==> src/rtl/rt_output_merger.sv <==
// Merges NUM_CORES lane streams into one valid/ready stream via one-deep per-lane holds and a round-robin arbiter.
// Sticky per-lane overflow flags record samples dropped while a lane's hold was still occupied.
module rt_output_merger #(
  parameter int NUM_CORES = 34,
  parameter int DATA_W    = 28,
  parameter int EN_W      = 4,
  parameter int IDX_W     = 6,
  parameter int CNT_W     = 32
) (
  input  logic                        clk,
  input  logic                        rst,
  input  logic [NUM_CORES*DATA_W-1:0] in_data,
  input  logic [NUM_CORES*EN_W-1:0]   in_en,
  output logic [DATA_W-1:0]           out_data,
  output logic [IDX_W-1:0]            out_idx,
  output logic                        out_valid,
  input  logic                        out_ready,
  output logic [NUM_CORES-1:0]        ovf_flags,
  input  logic                        clr_ovf,
  output logic [CNT_W-1:0]            sample_cnt
);

  logic [NUM_CORES-1:0]   pend_q, pend_d, ovf_q, ovf_d, lane_vld, grant_oh;
  logic [DATA_W-1:0]      hold_q [NUM_CORES];
  logic [DATA_W-1:0]      hold_d [NUM_CORES];
  logic [IDX_W-1:0]       ptr_q, ptr_d, idx_q, idx_d, grant_idx;
  logic [DATA_W-1:0]      data_q, data_d;
  logic                   vld_q, vld_d, slot_free, grant_vld;
  logic [CNT_W-1:0]       cnt_q, cnt_d;
  logic [2*NUM_CORES-1:0] rot;
  int                     sel;

  // Rotate pending so that bit 0 is the lane at ptr; lowest set bit wins.
  always_comb begin
    slot_free = !vld_q || out_ready;
    rot       = {pend_q, pend_q} >> ptr_q;
    grant_vld = 1'b0;
    sel       = 0;
    for (int k = NUM_CORES - 1; k >= 0; k--) begin
      if (rot[k]) begin
        grant_vld = 1'b1;
        sel       = k;
      end
    end
    sel = sel + int'(ptr_q);
    if (sel >= NUM_CORES) sel = sel - NUM_CORES;
    grant_vld = grant_vld && slot_free;
    grant_idx = IDX_W'(sel);
    grant_oh  = grant_vld ? (NUM_CORES'(1) << grant_idx) : '0;
  end

  always_comb begin
    pend_d   = pend_q;
    ovf_d    = clr_ovf ? '0 : ovf_q;
    lane_vld = '0;
    for (int i = 0; i < NUM_CORES; i++) begin
      hold_d[i]   = hold_q[i];
      lane_vld[i] = (in_en[i*EN_W +: EN_W] == EN_W'(1));
      if (lane_vld[i]) begin
        // A lane being drained this edge may refill its hold in the same cycle.
        if (!pend_q[i] || grant_oh[i]) begin
          hold_d[i] = in_data[i*DATA_W +: DATA_W];
          pend_d[i] = 1'b1;
        end else begin
          ovf_d[i] = 1'b1;
        end
      end else if (grant_oh[i]) begin
        pend_d[i] = 1'b0;
      end
    end
  end

  always_comb begin
    vld_d  = vld_q;
    data_d = data_q;
    idx_d  = idx_q;
    ptr_d  = ptr_q;
    cnt_d  = cnt_q + CNT_W'(vld_q && out_ready);
    if (slot_free) begin
      vld_d = grant_vld;
      if (grant_vld) begin
        data_d = hold_q[grant_idx];
        idx_d  = grant_idx;
        ptr_d  = (sel == NUM_CORES - 1) ? '0 : IDX_W'(sel + 1);
      end
    end
  end

  always_ff @(posedge clk) begin
    if (rst) begin
      pend_q <= '0;
      ovf_q  <= '0;
      ptr_q  <= '0;
      idx_q  <= '0;
      data_q <= '0;
      vld_q  <= 1'b0;
      cnt_q  <= '0;
      for (int i = 0; i < NUM_CORES; i++) hold_q[i] <= '0;
    end else begin
      pend_q <= pend_d;
      ovf_q  <= ovf_d;
      ptr_q  <= ptr_d;
      idx_q  <= idx_d;
      data_q <= data_d;
      vld_q  <= vld_d;
      cnt_q  <= cnt_d;
      for (int i = 0; i < NUM_CORES; i++) hold_q[i] <= hold_d[i];
    end
  end

  assign out_data   = data_q;
  assign out_idx    = idx_q;
  assign out_valid  = vld_q;
  assign ovf_flags  = ovf_q;
  assign sample_cnt = cnt_q;

endmodule

==> config.mk <==
export PLATFORM = sky130hd
export DESIGN_NAME = rt_output_merger
export DESIGN_NICKNAME = d
export VERILOG_FILES = /design/src/rtl/rt_output_merger.sv
export SDC_FILE = /design/constraint.sdc
export NUM_CORES = 2
export LEC_CHECK = 0
export ABC_CLOCK_PERIOD_IN_PS = 9700
export CORE_AREA = 3 3 468 470
export DETAILED_ROUTE_END_ITERATION = 12
export DIE_AREA = 0 0 471 473
export GPL_ROUTABILITY_DRIVEN = 0
export PLACE_DENSITY = 0.41
export SYNTH_ARGS = -nofsm -noshare
export SYNTH_HDL_FRONTEND = slang
export SYNTH_SLANG_ARGS = --single-unit
==> constraint.sdc <==
create_clock -name clk -period 9.7 [get_ports clk]
set_clock_uncertainty 0.15 [all_clocks]
set_input_delay 1.455 -clock clk [delete_from_list [all_inputs] [get_ports clk]]
set_output_delay 1.455 -clock clk [all_outputs]
set_load 0.05 [all_outputs]
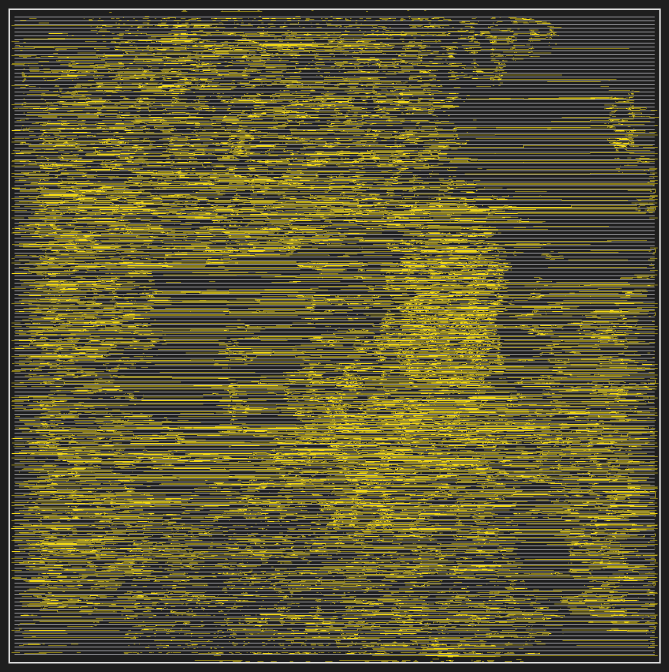
(the metal 1 layer)
Supply wires on this layer in gray.
6034 nets have wire on it. The wires run mostly horizontal. The longest straight run is 207 um.

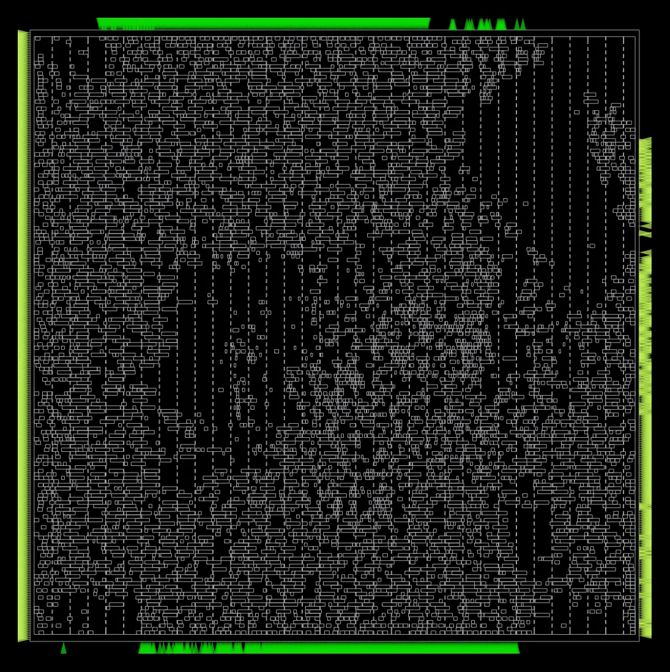
(placed standard cells)
Fill cells: 21400
Placeable Area: 215000 um2
flip-flops: 1093
row count: 170
Final Non-Filler Cells: 8340

==> metrics.yaml <==
clockBufferDepth: 3
startpoint_type: "flop"
num-nonclk-inverters: 29
setup_viol: 0
topCellsByArea: "edfxtp_1, mux4_2, and3_1"
max_stage_delay_ns: 0.83
status: "complete, but fails checks"
grt_busiest_layer: "met2"
ys_sh_adder_pct: 0.292
route.met2.wl_mm: 146
crit_start: "ptr_q[2]$_SDFFE_PP0P_"
overflow: 0
synth_top_area_share_pct: 52.9
synth_cell_types: 90
syn_inst: 4171
wl_per_cell_um: 37.7
fp_util_pct: 25.1
cts_buffers: 137
buf_share_pct: 18.1
grt_pass1_wl_mm: 413
r2r_start: "ptr_q[2]$_SDFFE_PP0P_"
nNetsFinal: 6460
slowest_stage: "a222oi_1"
worstHoldStart: "ovf_flags[32]$_SDFF_PP0_"
layout.cell_area.non_filler_um2: 74500
drv_cap: 1
report.final.slew_viol_count: 2
r2r.worst_path.cells: 28
warnings: 26
flop_cell: "edfxtp_1"
synth_warnings: 0
use_met1_pct: 35.5
cts_root_buffer: "clkbuf_16"
holdPathEnd: "ovf_flags[32]$_SDFF_PP0_"
drc: 0
groute.usage.overall_pct: 27.3
antenna_left: 0
setup_slack_ns: 0.457
tap_cells: 2838
dr.pass1.iters: 7
top_layer: "met5"
cts_tree: "yes"
aoi_share_pct: 7.65
placed_area_um2: 70100
critPathKind: "flop to flop"
violations: "capacitance limit, slew limit"
utilization_pct: 34.7
comb_cells: 2720
relSlewSlack_pct: -5.54
first_global_vias: 44700
hold_depth: 2
logic_family: "simple AND/OR/NAND/NOR gates"
ys_cells: 4171
async_flop_share_pct: 0
dieArea_um2: 223000
drive_gt1_share_pct: 15.1
max_freq_ghz: 0.108
cp.arrival_ns: 9.80
antenna_found_initial: 102
antenna_cells: 40
yosys.stat.seqShare_pct: 58.2
seq_share_pct: 42.2
ios: 1193
final_cell_mix: "clkdlybuf4s50_1, edfxtp_1, and3_1"
worst_pin_slew_ns: 1.56
cts_hold_buf: 0
end_kind: "flop"
mux_share_pct: 12.6
clk_latency_ns: 0.81
fin_crit_ns: 9.24
dr_wl_met3_mm: 25.4
comb_area_share_pct: 28.9
n_all_buffers: 1375
period_used_pct: 95.3
ctsResizeCount: 0
common_cells: "edfxtp_1, and3_1, and2_1, nand2_1, mux4_2"
final-hold-violation-count: 0
synth_area_um2: 54000
hp-class: "flop to flop"
synth_top_cell_by_count: "edfxtp_1"
dominant-cell-class: "sequential cells"
critPathTopFamily: "AND-OR/OR-AND gates"
clk_share_pct: 5.87
xor_share_pct: 0.454
dp.cells: 8055
drt-initial-drc-count: 5372
drt-met1-wl_mm: 131
synth.avg_cell_area_um2: 12.9
dr_total_vias: 44300
reg2reg_slack_ns: 0.46
grt_use_met3_pct: 6.93
post-synth-top-area-cell: "edfxtp_1"
edf_count: 952
synthesis.nets: 5275
port_buffers: 1192
cp_data_required_time_ns: 10.26
dp_slack_ns: 0.477
synth_flops: 1093
syn2layout_area_growth_pct: 38.0
die_w_um: 471
worstPathMaxFanout: 38
viasPerCell: 5.32
rsz0062_at_grt: "false"
drt_wl_total_mm: 315
flop_area_um2: 31400
dp_hpwl_mm: 242
cts.sinks: 1093
grt_util_met2_pct: 43.8
reg2reg_to: "out_data[25]$_SDFFE_PP0P_"
ys_area_um2: 54000
holdWs_ns: 0.301
ys_sh_simple_pct: 17.9
num-clock-buffers: 176
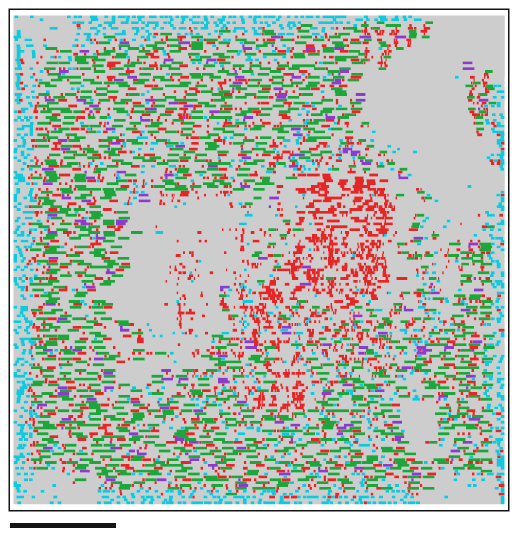
(cell classes on the final placement)
Scale bar: 100 um. Fill, decap, tap and diode cells in gray.
clock drivers and dummy loads: drawn in purple, cells 245, share of their area 6.2%. flops: drawn in green, cells 1093, share of their area 44%. other buffers and delay cells: drawn in cyan, cells 1375, share of their area 19%. combinational and other logic: drawn in red, cells 2749, share of their area 31%.

==> state kept, by name, indices dropped and copies added, names as in the netlist <==
| register | cells |
|---|---|
| pend_q | 34 |
| out_idx | 6 |
| sample_cnt | 32 |
| ovf_flags | 34 |
| ptr_q | 6 |
| hold_q | 952 |
| out_data | 28 |
| out_valid | 1 |
